`src/rtl/lcd_saida_dados.sv`:
```
// HD44780 8-bit write driver: power-on init, then signed 32-bit values as
// right-justified decimal on LCD line 1.
//
// Ports:
//   clock, reset      system clock; synchronous active-high reset
//   out, dados        one-cycle write strobe and two's-complement value
//   busy              high while initialising/transmitting; writes need busy=0
//   perdido           sticky flag: a write arrived while busy
//   LCD_RS/RW/EN/DATA HD44780 bus (RW tied low, DATA always driven)
module lcd_saida_dados #(
    parameter int INIT_WAIT = 750000,
    parameter int EN_CYCLES = 16,
    parameter int CMD_WAIT  = 2000,
    parameter int CLR_WAIT  = 82000
) (
    input  logic        clock,
    input  logic        reset,
    input  logic        out,
    input  logic [31:0] dados,
    output logic        busy,
    output logic        perdido,
    output logic        LCD_RS,
    output logic        LCD_RW,
    output logic        LCD_EN,
    output logic [7:0]  LCD_DATA
);

    typedef enum logic [2:0] {
        S_INIT_WAIT, S_INIT_CMD, S_IDLE, S_CONVERT,
        S_LOAD_BYTE, S_EN_HIGH, S_EN_LOW
    } state_t;

    state_t      state_q, state_d;
    logic [31:0] cnt_q, cnt_d;
    logic [3:0]  idx_q, idx_d;
    logic        frame_q, frame_d;
    logic        neg_q, neg_d;
    logic        nz_q, nz_d;
    logic [31:0] bin_q, bin_d;
    logic [39:0] bcd_q, bcd_d;
    logic        busy_q, busy_d;
    logic        perdido_q, perdido_d;
    logic        rs_q, rs_d;
    logic        en_q, en_d;
    logic [7:0]  data_q, data_d;

    logic [3:0]  idx_n;
    logic [3:0]  dig;
    logic [31:0] low_last;
    logic [71:0] conv;

    function automatic logic [7:0] init_byte(input logic [3:0] i);
        case (i)
            4'd0:    return 8'h38;
            4'd1:    return 8'h0C;
            4'd2:    return 8'h01;
            default: return 8'h06;
        endcase
    endfunction

    // Double-dabble correction: any digit >= 5 gets +3 before the shift.
    function automatic logic [39:0] add3(input logic [39:0] b);
        logic [39:0] r;
        r = b;
        for (int i = 0; i < 10; i++) begin
            if (r[4*i +: 4] >= 4'd5) r[4*i +: 4] = r[4*i +: 4] + 4'd3;
        end
        return r;
    endfunction

    assign idx_n = idx_q + 4'd1;
    // Digits leave MSD first; bcd_q is shifted left after each one.
    assign dig   = bcd_q[39:36];
    assign conv  = {add3(bcd_q), bin_q} << 1;
    // Clear display needs the long settle time.
    assign low_last = (!rs_q && data_q == 8'h01) ?
                      32'(CLR_WAIT - 1) : 32'(CMD_WAIT - 1);

    always_comb begin
        state_d   = state_q;
        cnt_d     = cnt_q;
        idx_d     = idx_q;
        frame_d   = frame_q;
        neg_d     = neg_q;
        nz_d      = nz_q;
        bin_d     = bin_q;
        bcd_d     = bcd_q;
        busy_d    = busy_q;
        perdido_d = perdido_q | (out & busy_q);
        rs_d      = rs_q;
        en_d      = en_q;
        data_d    = data_q;
        unique case (state_q)
            S_INIT_WAIT: begin
                if (cnt_q == 32'(INIT_WAIT - 1)) begin
                    state_d = S_INIT_CMD;
                    cnt_d   = '0;
                    idx_d   = 4'd0;
                    rs_d    = 1'b0;
                    data_d  = init_byte(4'd0);
                end else begin
                    cnt_d = cnt_q + 32'd1;
                end
            end
            S_INIT_CMD, S_LOAD_BYTE: begin
                state_d = S_EN_HIGH;
                en_d    = 1'b1;
                cnt_d   = '0;
            end
            S_EN_HIGH: begin
                if (cnt_q == 32'(EN_CYCLES - 1)) begin
                    state_d = S_EN_LOW;
                    en_d    = 1'b0;
                    cnt_d   = '0;
                end else begin
                    cnt_d = cnt_q + 32'd1;
                end
            end
            S_EN_LOW: begin
                if (cnt_q == low_last) begin
                    cnt_d = '0;
                    if (!frame_q) begin
                        if (idx_q == 4'd3) begin
                            state_d = S_IDLE;
                        end else begin
                            state_d = S_INIT_CMD;
                            idx_d   = idx_n;
                            data_d  = init_byte(idx_n);
                        end
                    end else if (idx_q == 4'd11) begin
                        state_d = S_IDLE;
                    end else begin
                        state_d = S_LOAD_BYTE;
                        idx_d   = idx_n;
                        rs_d    = 1'b1;
                        if (idx_n == 4'd1) begin
                            data_d = neg_q ? 8'h2D : 8'h20;
                        end else begin
                            bcd_d = bcd_q << 4;
                            nz_d  = nz_q | (dig != 4'd0);
                            // Blank leading zeros; last column always shows.
                            if (nz_q || dig != 4'd0 || idx_n == 4'd11)
                                data_d = {4'h3, dig};
                            else
                                data_d = 8'h20;
                        end
                    end
                end else begin
                    cnt_d = cnt_q + 32'd1;
                end
            end
            S_IDLE: begin
                // busy stays high for the first IDLE cycle after a transfer.
                if (out && !busy_q) begin
                    state_d = S_CONVERT;
                    busy_d  = 1'b1;
                    frame_d = 1'b1;
                    neg_d   = dados[31];
                    bin_d   = dados[31] ? (~dados + 32'd1) : dados;
                    bcd_d   = '0;
                    nz_d    = 1'b0;
                    cnt_d   = '0;
                end else begin
                    busy_d = 1'b0;
                end
            end
            S_CONVERT: begin
                bcd_d = conv[71:32];
                bin_d = conv[31:0];
                if (cnt_q == 32'd31) begin
                    state_d = S_LOAD_BYTE;
                    cnt_d   = '0;
                    idx_d   = 4'd0;
                    rs_d    = 1'b0;
                    data_d  = 8'h80;
                end else begin
                    cnt_d = cnt_q + 32'd1;
                end
            end
            default: state_d = S_INIT_WAIT;
        endcase
    end

    always_ff @(posedge clock) begin
        if (reset) begin
            state_q   <= S_INIT_WAIT;
            cnt_q     <= '0;
            idx_q     <= '0;
            frame_q   <= 1'b0;
            neg_q     <= 1'b0;
            nz_q      <= 1'b0;
            bin_q     <= '0;
            bcd_q     <= '0;
            busy_q    <= 1'b1;
            perdido_q <= 1'b0;
            rs_q      <= 1'b0;
            en_q      <= 1'b0;
            data_q    <= 8'h00;
        end else begin
            state_q   <= state_d;
            cnt_q     <= cnt_d;
            idx_q     <= idx_d;
            frame_q   <= frame_d;
            neg_q     <= neg_d;
            nz_q      <= nz_d;
            bin_q     <= bin_d;
            bcd_q     <= bcd_d;
            busy_q    <= busy_d;
            perdido_q <= perdido_d;
            rs_q      <= rs_d;
            en_q      <= en_d;
            data_q    <= data_d;
        end
    end

    assign busy     = busy_q;
    assign perdido  = perdido_q;
    assign LCD_RS   = rs_q;
    assign LCD_RW   = 1'b0;
    assign LCD_EN   = en_q;
    assign LCD_DATA = data_q;

endmodule

```
`config.mk`:
```
export PLATFORM = sky130hd
export DESIGN_NAME = lcd_saida_dados
export DESIGN_NICKNAME = d
export VERILOG_FILES = /design/src/rtl/lcd_saida_dados.sv
export SDC_FILE = /design/constraint.sdc
export NUM_CORES = 1
export LEC_CHECK = 0
export CAP_MARGIN = 20
export CELL_PAD_IN_SITES_DETAIL_PLACEMENT = 0
export CELL_PAD_IN_SITES_GLOBAL_PLACEMENT = 1
export CORE_MARGIN = 1.5
export CORE_UTILIZATION = 45
export DETAILED_ROUTE_END_ITERATION = 16
export HOLD_SLACK_MARGIN = 0.1
export PLACE_DENSITY_LB_ADDON = 0.3
export SETUP_SLACK_MARGIN = 0.2
export SLEW_MARGIN = 20
export SYNTH_ARGS = -nofsm -noshare
export SYNTH_HDL_FRONTEND = slang
export SYNTH_SLANG_ARGS = --single-unit
```
`constraint.sdc`:
```
create_clock -name clock -period 3.2 [get_ports clock]
set_input_delay 0.64 -clock clock [delete_from_list [all_inputs] [get_ports clock]]
set_output_delay 0.64 -clock clock [all_outputs]
set_load 0.02 [all_outputs]
```
**Run 1: routed metal, one color a layer**

Scale: 3 px per um.
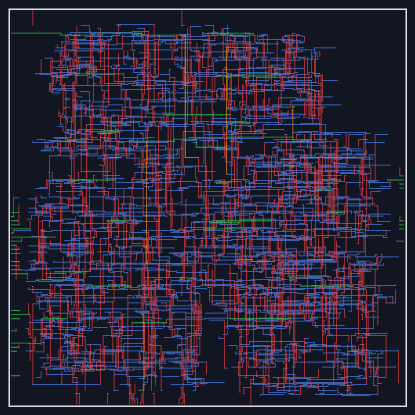
layer	color	wire length
metal 2	red	7,650 um
metal 4	orange	159 um
metal 1	blue	8,870 um
metal 3	green	642 um

**Run 1: sequential cells grouped by signal name**

Scale: 2 px per um. Other sequential cells in the stronger gray, the rest of the logic in the fainter gray.
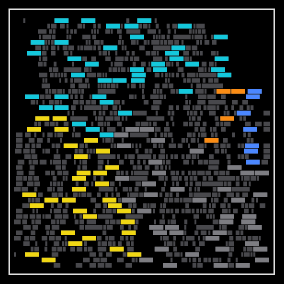
netlist name	color	placed flops
`LCD_DATA`	blue	7
`bcd_q`	cyan	40
`idx_q`	orange	4
`bin_q`	yellow	32
not colored	42

==> summary.txt, run 1 <==
Physical implementation status

Once iteration 0 of detailed routing completed, the report listed 469 DRC markers. The clock input transition at the sequential cells of the worst setup and hold paths stands at roughly 50 ps. The total non-filler cell area in the finished layout stands at between 8000 and 9000 um^2. The area of the mapped netlist stands at ~7500 um^2.

The cell area after placement stands at ~8300 um^2. Per the synth log, the flip-flop and latch total comes to 125. Entering global routing, the biggest net connects around 93 pins. In the final report, the number of hold violations comes to 0.

For this run, the detailed router reports a per-instance via density of 5.59. The number of H-tree levels stands at 4. The via count of the first global-routing pass came to about 6,300. Based on the critical path, the design can be clocked at up to 0.361 GHz.

The filler cells instantiated in the layout total 1,521. Per the cell usage report, the commonest logic cell in the layout is dfxtp_1. The part of the power in registers stands at a little over two fifths. The script parses the final routing iteration and logs DRC violations as 0. The relative slew slack stands at 46.1%. Across the run, the number of max-cap violations was 0. Before placement the cells fill between 40% and 50% of the core. Yosys mapped the design onto 70 distinct sky130hd cell types.

The worst setup path is launched from a primary input. The post-CTS setup-driven buffer insertion count stands at 0. Among cell families on the critical path, the largest total delay comes from simple AND/OR/NAND/NOR gates. Among all stages on the critical path, the maximum delay recorded is around 560 ps.

The clock network accounts for ~48% of the total power. Per the STA report, the cell with the highest stage delay on the worst path is or4_4. The worst-case clock buffer depth stands at 2.

According to the CTS report, the clock sink count is between 100 and 150. In this run the critical register-to-register path is launched from cnt_q[0]. The logic gate share of total power stands at between 10% and 20%. The final report lists the setup-violating endpoint count as 0. The global route stage reports its total congestion overflow as 0. Subtracting the final worst setup slack from the clock period gives between 2000 and 3000 ps. The post-synthesis sequential area ratio stands at around a third.

In the post-synthesis netlist, the biggest area contributors are dfxtp_1, a21oi_1, nor2_1. The depth of the worst register-to-register path stands at 8. The maximum VDD drop stands at 0.000352 V. The report lists the power per cell area as 441 nW/um^2. The hold slack stands at roughly 460 ps.

STA lists the startpoint of the worst hold path as bin_q[2]. The count of input and output buffers stands at roughly 45. TritonCTS built the clock tree. The proportion of netlist area held by the largest area contributor stands at about 34%. The run finished with clean final reports. Including well taps, the total number of placed cells is 1,184. The worst setup path is captured at a register. The routed wirelength normalized by instance count stands at ~14 um. The synthesized instance count stands at 946. The post-layout instance count excluding filler cells stands at between 1,000 and 1,500. The worst setup path is of the primary input to register kind. The overall fraction of global-route tracks in use stands at a little over a fifth. Looking at the hold checks, the worst path lands on bin_q[3]. The clock reaches the later pin of the worst-skew pair after about 420 ps. The growth of design area from synthesis to finish stands at 18.4%. Of all cell types, the one taking the most synthesized area is dfxtp_1.

The mean area per synthesized cell stands at roughly 7.9 um^2. The report puts the hold buffer count at CTS at 0. The required time at the worst endpoint is listed as between 3000 and 4000 ps. The transition time recorded at the tightest slew-check pin is between 800 and 900 ps.

The half-perimeter wire length of the detailed placement result stands at around 12,000 um. The fraction of registers with async set/reset stands at 0%. For this run, the script counts the antenna cells in the layout as 0.

In this run the clock root is driven by a clkbuf_16. The chip area line of the yosys report stands at around 7500 um^2. Per the final report, max-transition violations number 0. Per the OpenROAD power report, switching power amounts to between 0.9 and 1 mW. The floorplan report gives the top-level pin count as approximately 48. For this run, the leading register cell type out of synthesis is dfxtp_1. The antenna violation net count after detailed routing stands at 0. The total number of vias stands at slightly below 7,000.

After the last flow step, the layout net total stands at ~1,100. The timing report shows the most common cell along the critical path to be or4_4. The arrival time at the worst endpoint stands at 3070 ps. The final wirelength stands at ~17,000 um. Max fanout on the critical path was recorded as 4. The number of warnings reported in the stage logs is 41.

The chip occupies 17,400 um^2. Setup repair after global routing left no endpoint under its margin. The placeable core region stands at 16,100 um^2. The switching power as a share of total power stands at 24.1%.

The cell depth of the worst hold path stands at 2. STA reports a reg2reg setup slack of 490 ps. The signal on the critical path passes through clkdlybuf4s50_1 > or4_4 > or4_4 > or4_4 > o31ai_4 > xor2_1 > o22ai_1. The number of optimization iterations in the first detailed-route pass stands at 4. The number of gates resized after CTS was 0.

The number of antenna violations at the first check in global routing was 0. The final layout reports a setup TNS of 0 ps. The top cell types in the final layout, fill and taps aside, are dfxtp_1, nor2_1, a21oi_1, nand2_1, o21ai_0.
**Run 1: the clock network**

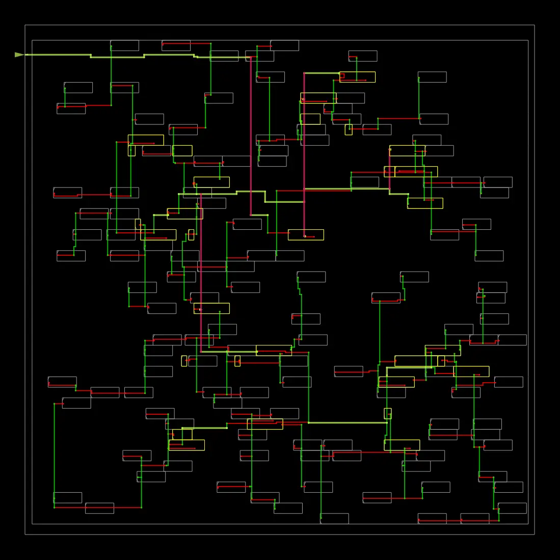
worst clock skew on the final layout: 12.0 ps
number of clock buffers inserted by TritonCTS: 17
power of the clock network: 1.88 mW

==> run 1: flip-flops by register name (all words and copies together) (netlist names) <==
signal / count
LCD_DATA: 7
perdido: 1
busy: 1
neg_q: 1
LCD_RS: 1
bcd_q: 40
frame_q: 1
nz_q: 1
idx_q: 4
LCD_EN: 1
bin_q: 32
cnt_q: 32
state_q: 3
==> run 1: synth_stat cells (32+ instances only) <==
master    instances
a211oi_1         40
nand2_1          74
dfxtp_1         125
nor2_1          103
a22oi_1          40
a21oi_1          81
nand3_1          32
clkbuf_1         38
xor2_1           39
xnor2_1          40
o21ai_0          46
inv_1            33
==> run 1: power groups by stage <==
| stage | combinational [mW] | clock [mW] | sequential (mW) |
|---|---|---|---|
| finish | 0.393 | 1.88 | 1.63 |
| global route | 0.434 | 1.99 | 1.63 |
| CTS | 0.393 | 1.93 | 1.63 |
| detailed placement | 0.391 | 0 | 1.66 |
| global placement | 0.389 | 0 | 1.66 |
| floorplan | 0.253 | 0 | 1.64 |
==> run 1: worst max path at each step <==
stage | cells past startpoint | endpoint | slack, ps
2_1_floorplan | 6 | bin_q[30] | 500
3_3_place_gp | 7 | bin_q[30] | 20
3_5_place_dp | 7 | bin_q[30] | 3
4_1_cts | 7 | bin_q[30] | 450
5_1_grt | 8 | LCD_DATA[4] | 330
6_report | 7 | bin_q[30] | 430
==> run 1: through the flow <==
step / setup WS, ps / util [%]
CTS: 447 / 55.0
global route: 330 / 55.0
global placement: 24.5 / 51.5
floorplan: 502 / -
detailed placement: 2.58 / 51.5
finish: 426 / 55.0
==> run 1: worst min-delay path, stage by stage, from the launching register on <==
cell and delay, ps:
dfxtp_1 310, nand2_1 50, a21oi_1 50
==> run 1: logic make-up (layout without fill, tap and decap cells) <==
kind of cell / Yosys count / in the layout / share of synthesized area [%]
xor+xnor: 79 / 79 / 9.27
compound gates: 278 / 278 / 24.5
buf+inv: 90 / 142 / 4.76
other cells: 1 / 2 / 0.0502
fa+ha+maj: 28 / 28 / 4.69
simple gates: 343 / 343 / 22.9
flops: 125 / 125 / 33.5
mux: 2 / 2 / 0.285
==> run 1: cell type report <==
cell class / instances / area (um^2) / share of cell area (%)
well taps: 216 / 270 / 3.06
clock buffers: 24 / 482 / 5.45
multi-input cells: 732 / 4640 / 52.5
repair buffers: 77 / 723 / 8.19
flip-flops and latches: 125 / 2500 / 28.3
clock inverters: 7 / 87.6 / 0.991
inverters: 34 / 128 / 1.44
==> run 1: routing by layer <==
layer | vias up | share of wire (%) | global-route usage, %
met5 | - | 0 | 0
met4 | 0 | 0.92 | 5.43
met3 | 14 | 3.7 | 4.34
met2 | 141 | 44 | 31.8
met1 | 3131 | 51 | 29.9
li1 | 3511 | - | -
**Run 1: gate-type map**

Scale: 3 px per um.
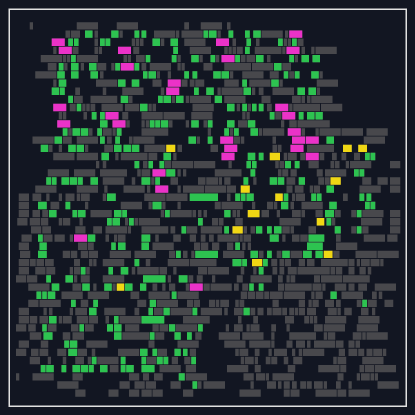

==> run 2, diff against run 1 <==
clock period = 3.1 ns   (was 3.2 ns; I/O delays follow)
**Run 2: gate-type map**

Scale: 3 px per um.
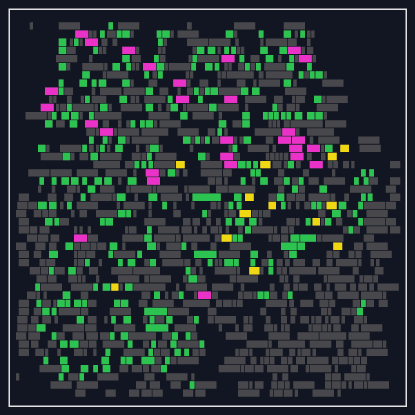
family	color	cells
AND-OR and OR-AND gates	yellow	13
adder and majority cells	magenta	28
inverting AOI/OAI gates	green	265

==> summary.txt, run 2 <==
Physical implementation status

The run finished with clean final reports. The switching power as a share of total power stands at around a quarter. The routed wirelength normalized by instance count stands at 14.4 um. The met3 track demand over resource in global routing stands at about 4.7%. The routed design could run at a clock period as short as between 2000 and 3000 ps. Per the detailed-route log, wirelength across all metal layers totals between 15,000 and 20,000 um. The part of the power in registers stands at 41.9%. The maximum fanout along the worst path stands at 4. The peak per-stage delay on the critical path stands at 560 ps. The minimum setup slack among reg-to-reg paths stands at about 440 ps. The iteration count recorded for the first detailed-route pass is 5.

After global routing, the most crowded layer is met2. The synthesized instance count stands at 946. The clock tree skew after final layout stands at about 11 ps. In the final timing run, aggregate negative setup slack is 0 ps. The die outline area stands at about 17,000 um^2.

The share of the core area taken by cells at floorplan is between 40% and 50%. CTS saw around 130 sinks. The total number of vias stands at slightly below 7,000. The unique cell type count in the Yosys netlist stands at approximately 70.

The synthesis report names the predominant flop master as dfxtp_1. The fmax stands at around 0.36 GHz. The total instance count after detailed placement stands at 1,190. Setup repair after global routing left no endpoint under its margin.

The number of gates resized after CTS stands at 0. The depth of the worst register-to-register path stands at 8. The total count of max-transition violations in the final report stands at 0. Hold analysis shows the worst path with a depth of 2. Looking at the max-slew report, the worst-margin pin has a slew of around 780 ps. The count of state elements after synthesis stands at about 130.

The growth of design area from synthesis to finish stands at 19.2%. In the CTS report, the clock slew at the register clock pins of the worst setup and hold paths is listed as around 50 ps. The most frequently used library cell after synthesis is dfxtp_1. The end-of-flow core utilization stands at a little under three fifths. After the first detailed-routing iteration, the DRC count stood at approximately 460. The top cell type in the final layout, fill and taps aside, is dfxtp_1. In the post-synthesis netlist, the biggest area contributors are dfxtp_1, a21oi_1, nor2_1.

The area of the mapped netlist stands at 7460 um^2. The post-synthesis sequential area ratio stands at 33.5%. The relative slew slack stands at between 40% and 50%. The clock insertion delay at the later pin of the skew report stands at 420 ps. In the final layout, the registers with the most flip-flops are bcd_q x40, bin_q x32, cnt_q x32. After floorplanning, the core was sized to cover around 16,000 um^2. Fill cells in the final layout number about 1,500. The count of maximum capacitance violations stands at 0. The logic gate share of total power stands at roughly a tenth. The critical path data required time stands at between 3000 and 4000 ps. The post-route DRC violation count stands at 0. Per the CTS log, the maximum H-tree level is 4. The number of antenna violations at the first check in global routing was 0.
-- run 2: power groups by stage --
stage / sequential [mW] / combinational, mW / clock, mW
finish: 1.68 / 0.410 / 1.92
detailed placement: 1.71 / 0.410 / 0
global route: 1.68 / 0.454 / 2.05
CTS: 1.68 / 0.412 / 1.96
global placement: 1.71 / 0.408 / 0
floorplan: 1.69 / 0.261 / 0
-- run 2: final timing paths --
check / endpoint / start
setup / recovery: bin_q[30] / dados[16]
setup reg to reg: LCD_DATA[4] / cnt_q[0]
hold reg to reg: neg_q / neg_q
hold / removal: neg_q / neg_q
-- run 2: final cells by class --
class / instances / area, um^2 / share of cell area (%)
flip-flops and latches: 125 / 2500 / 28.1
inverters: 34 / 128 / 1.43
well taps: 216 / 270 / 3.04
multi-input cells: 732 / 4640 / 52.2
clock inverters: 8 / 92.6 / 1.04
clock buffers: 21 / 470 / 5.29
repair buffers: 83 / 793 / 8.91
-- run 2: layer usage --
| metal | share of wire, % | vias up |
|---|---|---|
| met3 | 3.6 | 16 |
| li1 | - | 3532 |
| met2 | 44 | 128 |
| met5 | 0 | - |
| met1 | 52 | 3091 |
| met4 | 0.88 | 0 |
-- run 2: critical path, delay by kind of cell --
| family | cells | cell delay [ps] |
|---|---|---|
| xor gates and xnor gates | 1 | 170 |
| AOI/OAI and AO/OA | 2 | 290 |
| and+or+nand+nor | 3 | 1540 |
| buffers and inverters | 1 | 420 |
-- run 2: kinds of logic after synthesis --
group	after synthesis	share of synthesized area, %
xor+xnor	79	9.27
flops	125	33.5
buf+inv	90	4.76
mux	2	0.285
compound gates	278	24.5
fa+ha+maj	28	4.69
other cells	1	0.0502
simple gates	343	22.9
-- run 2: metrics by stage --
stage | hold slack [ps] | instance area (um^2) | power [mW]
detailed placement | 451 | 8340 | 2.12
CTS | 459 | 8900 | 4.05
global placement | 443 | 8340 | 2.12
floorplan | 432 | 7470 | 1.95
finish | 456 | 8900 | 4.01
global route | 473 | 8900 | 4.18
**Run 2: the clock network**

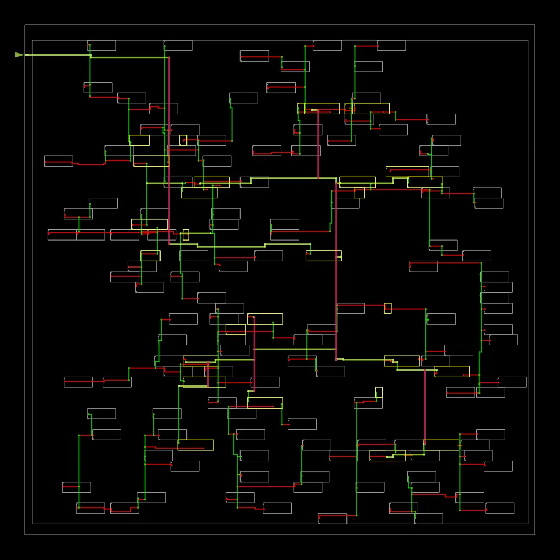

==> run 3, diff against run 2 <==
--- a/config.mk
+++ b/config.mk
@@ -9,5 +9,4 @@
 export CELL_PAD_IN_SITES_DETAIL_PLACEMENT = 0
 export CELL_PAD_IN_SITES_GLOBAL_PLACEMENT = 1
-export CORE_MARGIN = 1.5
 export CORE_UTILIZATION = 45
 export DETAILED_ROUTE_END_ITERATION = 16
==> constraint.sdc (replaced) <==
create_clock -name clock -period 3.1 [get_ports clock]
set_input_delay 0.31 -clock clock [delete_from_list [all_inputs] [get_ports clock]]
set_output_delay 0.31 -clock clock [all_outputs]
set_load 0.02 [all_outputs]
**Run 3: the clock network**

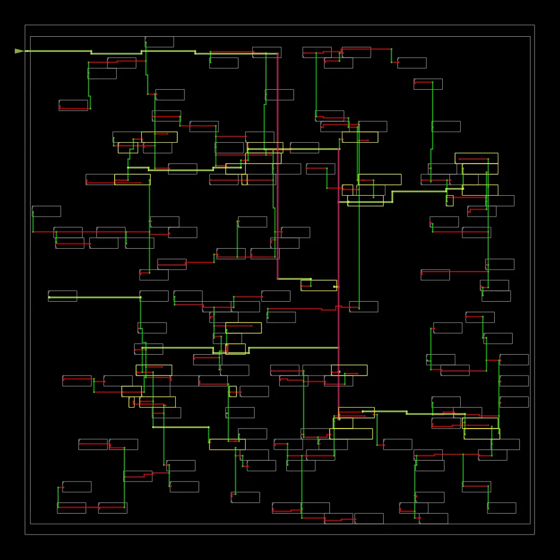
Latency at later pin: 420 ps
power of the clock network: 2.07 mW
Clock Buffer Count: 24

==> summary.txt, run 3 <==
Physical implementation status

The minimum clock period after layout stands at approximately 2600 ps. The antenna diode count stands at 0. By instance count after routing, the leading logic cell types are dfxtp_1, nor2_1, a21oi_1, nand2_1, o21ai_0. Summed over all layers, the routed wires come to between 15,000 and 20,000 um. In the placement report, post-DP HPWL is listed as 11,900 um. The synthesized instance count stands at approximately 950. The worst-case reg-to-reg setup slack stands at 490 ps. The growth of design area from synthesis to finish stands at 19.2%. Detailed placement reports a standard cell area of roughly 8300 um^2. The unique cell type count in the Yosys netlist stands at ~70. Entering global routing, the biggest net connects between 60 and 70 pins. Across the whole layout, storage elements account for 2500 um^2. The filler cell count in the final layout stands at between 1,500 and 2,000. After routing the design area is 8900 um^2. The tool warning count stands at just over 40. The number of nets in the layout stands at 1,050.

The net switching power stands at 0.980 mW. The largest registers in the layout are bcd_q x40, bin_q x32, cnt_q x32. The overall fraction of global-route tracks in use stands at 21.6%. The count of input and output buffers stands at roughly 45.

The logic gate share of total power stands at 9.7%. VDD sags by at most 0.000367 V. Pin placement for this block handled around 48 I/O pins. For this run the aggregate overflow at the end of global routing stands at 0. The number of antenna violations at the first check in global routing stands at 0.

Per the synth stats, the flop cell with the highest instance count is dfxtp_1. The post-synthesis sequential area ratio stands at approximately a third. The number of hold buffers added after CTS stands at 0.

Counting pins that exceed their max-slew limit in the final report gives 0. The total number of vias stands at between 6,000 and 7,000. The fmax stands at ~0.38 GHz. For the worst reg-to-reg path, the startpoint reported by OpenROAD is cnt_q[11]. The flow ran to the end, and the final reports show no timing, DRC or antenna violations. The number of flip-flops in the largest register stands at roughly 40.

The commonest cells after synthesis are dfxtp_1, nor2_1, a21oi_1. The maximum fanout along the worst path stands at 11. For this design the ratio of total power to cell area is 467 nW/um^2.

Setup repair after global routing left no endpoint under its margin. The cell depth of the worst hold path stands at 2. The number of optimization iterations in the first detailed-route pass stands at 6. On met1, the global router reports a usage of ~30%. Summed over all failing endpoints, the final setup total negative slack is 0 ps.

STA lists the startpoint of the worst hold path as reset. Using the TritonRoute via totals, the vias-per-cell ratio works out to 5.63. According to the floorplan report, the placeable core area is about 16,000 um^2.

The part of the power in registers stands at between 40% and 50%. dfxtp_1 takes more of the synthesized area than any other cell. The combinational cell area excluding buffers and inverters stands at about 4700 um^2. Yosys attributes the largest share of cell area to dfxtp_1, a21oi_1, nor2_1. The met3 track demand over resource in global routing stands at under 10%. The fraction of registers with async set/reset stands at 0%. The pin slew with the least headroom to its limit stands at 785 ps. The clock tree skew after final layout stands at approximately 7.1 ps. The via count of the first global-routing pass stands at 6,133. The capture point of the worst register-to-register path is recorded as LCD_DATA[0]. The core utilization at floorplan stands at between 40% and 50%. Looking at the hold checks, the worst path lands on bcd_q[23]. The initial DRC count stands at roughly 470.

Ranked by flip-flop count, first place goes to bcd_q. The switching portion of total power comes to approximately a quarter. The area of the mapped netlist stands at 7460 um^2.

Clock tree synthesis selected as its root buffer the cell clkbuf_16. In the final report, the number of endpoints failing setup comes to 0. The proportion of netlist area held by the largest area contributor stands at roughly a third. The number of sinks driven by the clock tree stands at 125.

In the final report, the number of hold violations comes to 0. For reference, the post-synthesis area per instance comes to approximately 7.9 um^2. The timing report gives the clock slew at the launch and capture registers of the worst setup and hold paths as around 60 ps. The critical path in this run is classified as register to register. STA shows the worst reg2reg path with a cell count of 7. The antenna violation net count after detailed routing stands at 0. The arrival time at the worst endpoint stands at 2960 ps.

In this run the most used layer during global routing was met2. Looking at the clock tree report, the H-tree level count equals 4.
## run 3: cell counts after synthesis
Identical to the previous run, type by type.
## run 3: power groups by stage
stage | clock network [mW] | logic (mW) | registers [mW]
floorplan | 0 | 0.261 | 1.69
global placement | 0 | 0.401 | 1.71
detailed placement | 0 | 0.405 | 1.71
CTS | 2.11 | 0.405 | 1.68
global route | 2.18 | 0.445 | 1.68
finish | 2.07 | 0.404 | 1.68
## run 3: stage by stage
step | cells | hold slack [ps] | util (%) | setup slack, ps | power (mW)
2_1_floorplan | 947 | 432 | - | 732 | 1.95
3_3_place_gp | 1184 | 442 | 51.6 | 180 | 2.11
3_5_place_dp | 1184 | 452 | 51.6 | 158 | 2.12
4_1_cts | 1214 | 209 | 55.3 | 394 | 4.19
5_1_grt | 1214 | 223 | 55.4 | 236 | 4.31
6_report | 1214 | 216 | 55.4 | 490 | 4.15
## run 3: cell type report
cell class | count | share of cell area (%)
multi-input combinational | 732 | 52.3
sequential | 125 | 28.1
timing repair buffer | 77 | 8.27
clock buffer | 24 | 5.64
tap | 216 | 3.04
inverter | 34 | 1.43
clock inverter | 6 | 1.21
## run 3: metal layers
| layer | vias up | part of all wire (%) |
|---|---|---|
| met3 | 16 | 3.6 |
| met5 | - | 0 |
| met2 | 136 | 44 |
| met4 | 0 | 1.3 |
| met1 | 3172 | 51 |
| li1 | 3508 | - |
## run 3: cells by family (layout without fill, tap and decap cells)
kind of cell	after synthesis	count (layout)	share of synthesized area, %
xor gates and xnor gates	79	79	9.27
buffers and inverters	90	141	4.76
AOI/OAI and AO/OA	278	278	24.5
and+or+nand+nor	343	343	22.9
muxes	2	2	0.285
adders and majority gates	28	28	4.69
other	1	2	0.0502
DFF	125	125	33.5
## run 3: worst max-delay path by stage
stage | from | endpoint | slack [ps] | depth (start not counted)
floorplan | dados[16] | bin_q[30] | 730 | 6
global placement | dados[16] | bin_q[28] | 180 | 7
detailed placement | dados[16] | bin_q[30] | 160 | 7
CTS | LCD_DATA[7] | bcd_q[24] | 390 | 7
global route | LCD_DATA[7] | bcd_q[31] | 240 | 7
finish | cnt_q[11] | LCD_DATA[0] | 490 | 7
## run 3: worst max-delay path, cell delays in order (launching register included)
cell and delay (ps):
dfxtp_1 370, nor4_2 450, nand3b_1 220, or4_4 470, o2bb2ai_1 160, buf_4 190
or4b_1 530, a21oi_1 140
## run 3: what timing repair did
item,4_1_cts,5_1_grt
endpoints found under the hold margin,0,0
setup buffers,0,0
setup endpoints to repair,0,1
gates resized,0,1
Power is estimated from default activity; no workload was simulated.
